[src/rtl/apb_slave_regbank.sv]
// APB completer with programmable wait states: WAIT_CFG, read-only transfer-count STATUS
// and a bank of R/W scratch registers.
module apb_slave_regbank #(
    parameter int                ADDR_W      = 16,
    parameter int                DATA_W      = 32,
    parameter int                NUM_SCRATCH = 6,
    parameter logic [ADDR_W-1:0] BASE_ADDR   = '0,
    parameter logic [2:0]        RESET_WAIT  = 3'd0
) (
    input  logic              pclk,
    input  logic              preset,
    input  logic              psel,
    input  logic              penable,
    input  logic              pwrite,
    input  logic [ADDR_W-1:0] paddr,
    input  logic [DATA_W-1:0] pwdata,
    output logic              pready,
    output logic [DATA_W-1:0] prdata,
    output logic              pslverr
);
    typedef enum logic [1:0] {IDLE, ACCESS, DONE} state_t;

    localparam logic [ADDR_W-1:0] LAST_OFF = ADDR_W'(8 + 4 * (NUM_SCRATCH - 1));

    state_t              state, state_nx;
    logic [2:0]          cnt, cnt_nx;
    logic [2:0]          wait_cfg;
    logic [15:0]         wr_cnt, rd_cnt;
    logic [DATA_W-1:0]   scratch [NUM_SCRATCH];
    logic [ADDR_W:0]     diff;
    logic [ADDR_W-1:0]   off;
    logic                below, hit_wait, hit_stat, err;
    logic                commit, wr_ok, rd_ok;
    logic [DATA_W-1:0]   rd_data;
    logic                pready_nx, pslverr_nx;
    logic [DATA_W-1:0]   prdata_nx;

    // Extra borrow bit flags addresses under BASE_ADDR without a constant compare.
    assign diff     = {1'b0, paddr} - {1'b0, BASE_ADDR};
    assign below    = diff[ADDR_W];
    assign off      = diff[ADDR_W-1:0];
    assign hit_wait = (off == '0);
    assign hit_stat = (off == ADDR_W'(4));
    assign err      = below | (off[1:0] != 2'b00) | (off > LAST_OFF) | (pwrite & hit_stat);

    assign commit = (state == ACCESS) & psel & penable & (cnt == 3'd0);
    assign wr_ok  = commit & pwrite & ~err;
    assign rd_ok  = commit & ~pwrite & ~err;

    always_comb begin
        rd_data = '0;
        if (hit_wait)
            rd_data = DATA_W'(wait_cfg);
        else if (hit_stat)
            rd_data = DATA_W'({rd_cnt, wr_cnt});
        else
            for (int k = 0; k < NUM_SCRATCH; k++)
                if (off[ADDR_W-1:2] == (ADDR_W-2)'(k + 2)) rd_data = scratch[k];
    end

    always_ff @(posedge pclk or posedge preset) begin
        if (preset) begin
            state <= IDLE;
            cnt   <= 3'd0;
        end else begin
            state <= state_nx;
            cnt   <= cnt_nx;
        end
    end

    always_comb begin
        state_nx = state;
        cnt_nx   = cnt;
        case (state)
            IDLE: if (psel) begin
                state_nx = ACCESS;
                cnt_nx   = wait_cfg;
            end
            ACCESS: begin
                if (!psel)
                    state_nx = IDLE;
                else if (penable) begin
                    if (cnt != 3'd0) cnt_nx = cnt - 3'd1;
                    else             state_nx = DONE;
                end
            end
            DONE:    state_nx = IDLE;
            default: state_nx = IDLE;
        endcase
    end

    always_comb begin
        pready_nx  = commit;
        pslverr_nx = commit & err;
        prdata_nx  = rd_ok ? rd_data : '0;
    end

    always_ff @(posedge pclk or posedge preset) begin
        if (preset) begin
            pready  <= 1'b0;
            pslverr <= 1'b0;
            prdata  <= '0;
        end else begin
            pready  <= pready_nx;
            pslverr <= pslverr_nx;
            prdata  <= prdata_nx;
        end
    end

    // A STATUS read sees the pre-increment count since prdata and the counter share the edge.
    always_ff @(posedge pclk or posedge preset) begin
        if (preset) begin
            wait_cfg <= RESET_WAIT;
            wr_cnt   <= 16'd0;
            rd_cnt   <= 16'd0;
            for (int k = 0; k < NUM_SCRATCH; k++) scratch[k] <= '0;
        end else begin
            if (wr_ok) wr_cnt <= wr_cnt + 16'd1;
            if (rd_ok) rd_cnt <= rd_cnt + 16'd1;
            if (wr_ok && hit_wait) wait_cfg <= pwdata[2:0];
            for (int k = 0; k < NUM_SCRATCH; k++)
                if (wr_ok && off[ADDR_W-1:2] == (ADDR_W-2)'(k + 2)) scratch[k] <= pwdata;
        end
    end
endmodule

[config.mk]
export PLATFORM = sky130hd
export DESIGN_NAME = apb_slave_regbank
export DESIGN_NICKNAME = d
export VERILOG_FILES = /design/src/rtl/apb_slave_regbank.sv
export SDC_FILE = /design/constraint.sdc
export NUM_CORES = 1
export LEC_CHECK = 0
export CORE_MARGIN = 4
export CORE_UTILIZATION = 45
export CTS_CLUSTER_DIAMETER = 80
export CTS_CLUSTER_SIZE = 24
export DETAILED_ROUTE_END_ITERATION = 12
export GPL_TIMING_DRIVEN = 0
export HOLD_SLACK_MARGIN = 0.08
export MAX_ROUTING_LAYER = met4
export PLACE_DENSITY = 0.65
export SLEW_MARGIN = 10
export SYNTH_ARGS = -nofsm -noshare
export SYNTH_HDL_FRONTEND = slang
export SYNTH_SLANG_ARGS = --single-unit
export TNS_END_PERCENT = 10
[constraint.sdc]
create_clock -name pclk -period 12.5 [get_ports pclk]
set_clock_uncertainty 0.05 [all_clocks]
set_input_delay 2.5 -clock pclk [delete_from_list [all_inputs] [get_ports pclk]]
set_output_delay 2.5 -clock pclk [all_outputs]
set_load 0.01 [all_outputs]
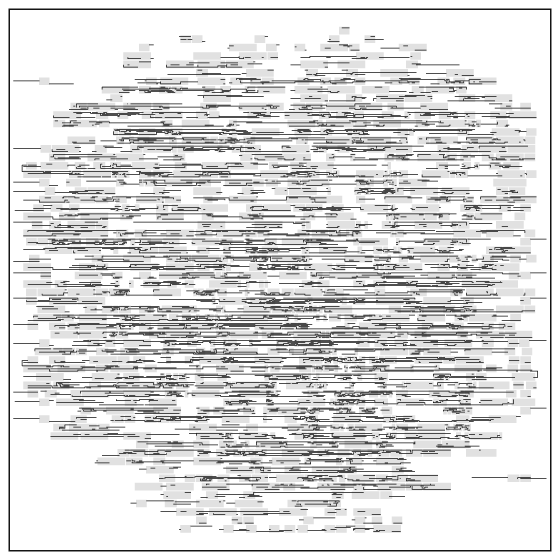
(met1 routing)
longest straight run: 52.0 µm
share of all routed wire: 47%
main direction: horizontal
wire length on this layer: 14400 µm
met1 demand-to-capacity share in global routing: 29.70%
total wire length: 30560 µm
total vias in the final route: 7844

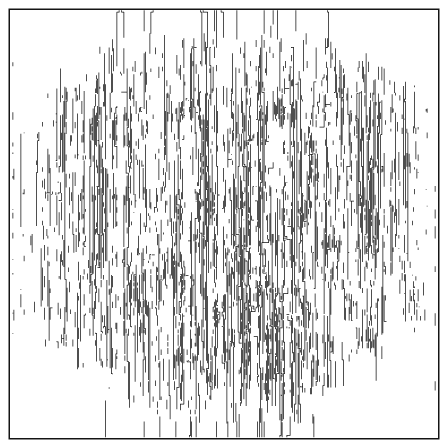
(met2 routing)
longest straight run: 70.4 µm
share of all routed wire: 46%
met2 demand-to-capacity share in global routing: 31.58%

==> notes.md <==
Physical implementation

Among cell families on the critical path, the largest total delay comes from simple AND/OR/NAND/NOR gates. The sequential logic power is 0.000868 W. The DRC violation count after routing is 0. The largest individual stage delay along the critical path comes from the cell sky130_fd_sc_hd__nor3_2. The CTS tree is built.

Non-clock buffers make up 8.347% of the layout cell area. After floorplanning, the core was divided into 60 placement rows. According to the timing report, the critical path is captured at scratch[154]. Setup repair after global routing left no endpoint under its margin. The multi-input gate area in the final layout is 5428 µm². The netlist area before placement is 12390 µm². After detailed placement, the total cell area comes to 13740 µm².

Counting along the longest clock path gives a buffer depth of 3. The largest registers in the layout are scratch x192, prdata x32. The clock latency on the worst-skew pair is 490 ps. The nature of the critical path endpoint is a flip-flop. The TritonCTS sink count is 266. Per the Yosys statistics, synthesis produced 916 cells.

The pin closest to its max-slew limit shows a slew of 991.9 ps. In this run the most critical hold path is launched from scratch[98]. The worst endpoint required time is 12820 ps. The area recorded from the Yosys report for this design is 12390 µm². The critical path runs through a total of 7 cells. The tree is rooted in a sky130_fd_sc_hd__clkbuf_16. The cell area power density is 106.9 nW/µm². The detailed route wirelength on metal3 is 1232 µm. The count of endpoints failing setup in the final report is 0. The final hold slack is 444.3 ps.

After detailed routing, the average wire length per cell comes to 22.40 µm. The layout-stage area growth over the synthesis result is 14.70%. The post-route cell area is 14210 µm².

Wire segments on met2 add up to 13920 µm in the final route. The overall die area is 30250 µm². Per the power-grid run, VDD falls by no more than 0.08650 mV. The I/O pin total is 87. Detailed placement ended at an HPWL of 20560 µm. The final antenna diode tally reported by the flow is 0. The type of origin of the critical path is a primary input. Cells with a size suffix above 1 make up 30.40% of the layout. Synthesis instantiated 44 different standard cells from the library.

Logic depth along the worst register-to-register path is recorded as 8. Counting the clock-network buffers in the layout gives 16. The net count after synthesis is 973.

Per the detail_route report, vias per standard cell equal 5.751. The run finished with clean final reports. Registers take 6656 µm².
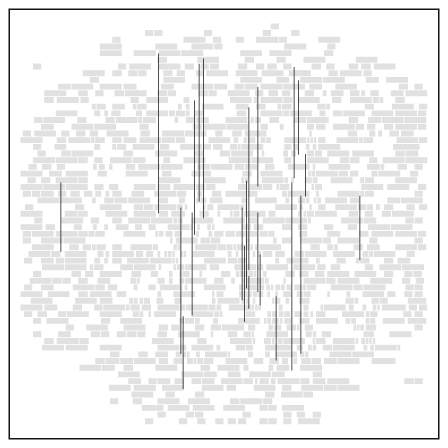
(metal 4)
share of all routed wire: 3.2%
longest straight run: 76.2 µm
wire length on this layer: 964 µm
nets with wire on the layer: 18
main direction: vertical

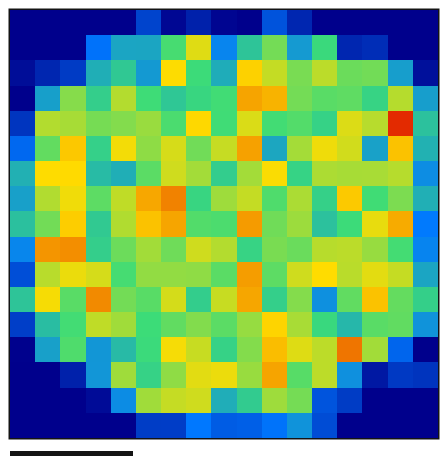
(local utilization)
Bar = 50 µm. 17 x 17 tiles, from dark blue (low) to red (high), 0 to 100% covered.
fullest tile: 95%
mean over tiles: 46%
nearly empty tiles: 13%

## synthesized netlist by cell type
library cell	number	area (µm²)
sky130_fd_sc_hd__and4b_1	1	10.01
sky130_fd_sc_hd__dfrtp_1	266	6656
sky130_fd_sc_hd__nand3b_1	2	15.01
sky130_fd_sc_hd__o32ai_1	3	26.28
sky130_fd_sc_hd__o221a_2	24	270.3
sky130_fd_sc_hd__nand2_1	23	86.33
sky130_fd_sc_hd__and3b_1	1	8.760
sky130_fd_sc_hd__and3_1	5	31.28
sky130_fd_sc_hd__nor3_2	1	10.01
sky130_fd_sc_hd__ha_1	4	50.05
sky130_fd_sc_hd__buf_1	5	18.77
sky130_fd_sc_hd__nor4_1	3	18.77
sky130_fd_sc_hd__nand3_1	16	80.08
sky130_fd_sc_hd__nor4b_1	2	17.52
sky130_fd_sc_hd__a22oi_1	5	37.54
sky130_fd_sc_hd__mux2_1	4	45.04
sky130_fd_sc_hd__o21ai_0	9	45.04
sky130_fd_sc_hd__nor4_4	4	85.08
sky130_fd_sc_hd__buf_6	6	67.56
sky130_fd_sc_hd__o22ai_1	11	68.82
sky130_fd_sc_hd__and2_1	2	12.51
sky130_fd_sc_hd__a22o_1	1	8.760
sky130_fd_sc_hd__xor2_1	13	113.9
sky130_fd_sc_hd__mux2_2	177	1993
sky130_fd_sc_hd__a211oi_1	29	217.7
sky130_fd_sc_hd__nor3_1	12	60.06
sky130_fd_sc_hd__inv_1	11	41.29
sky130_fd_sc_hd__clkbuf_1	33	123.9
sky130_fd_sc_hd__or4b_2	1	10.01
sky130_fd_sc_hd__and4_1	6	52.55
sky130_fd_sc_hd__nand2b_1	4	25.02
sky130_fd_sc_hd__nand4_2	1	12.51
sky130_fd_sc_hd__o31ai_1	3	22.52
sky130_fd_sc_hd__nor2b_1	2	12.51
sky130_fd_sc_hd__a21oi_1	54	270.3
sky130_fd_sc_hd__buf_2	12	60.06
sky130_fd_sc_hd__or2_2	1	6.260
sky130_fd_sc_hd__or3b_2	1	8.760
sky130_fd_sc_hd__or3_1	3	18.77
sky130_fd_sc_hd__mux2_4	60	900.9
sky130_fd_sc_hd__mux2i_1	48	480.5
sky130_fd_sc_hd__nor2_1	19	71.32
sky130_fd_sc_hd__nand4_1	11	68.82
sky130_fd_sc_hd__xnor2_1	17	148.9
## cell usage in the layout, fill, tap and decap left out, drive strengths merged, types with 3 or more instances in the layout
master and instances:
a22oi 5, clkdlybuf4s50 86, xnor2 17, nor3 13, nand2b 4, o31ai 3, and4 6, nand3 16
and3 5, buf 25, o21ai 9, xor2 13, nand4 12, or3 3, nor4 7, o221a 24
o22ai 11, dfrtp 266, a211oi 29, clkbuf 49, mux2i 48, nor2 19, o32ai 3, nand2 23
a21oi 54, ha 4, inv 11, mux2 241
## metal layers
metal | vias up | GRT usage [%]
met3 | 55 | 2.958
met5 | - | -
li1 | 3566 | -
met4 | 0 | 5.741
met1 | 4037 | 29.70
met2 | 186 | 31.58
## cell families after synthesis
group	Yosys count	synth area share, %
xor+xnor	30	2.121
buf+inv	67	2.515
simple gates	121	5.827
compound gates	139	7.807
flops	266	53.73
fa+ha+maj	4	0.4040
mux	289	27.60
No activity file was given, so power comes from the tool's default toggle rates.
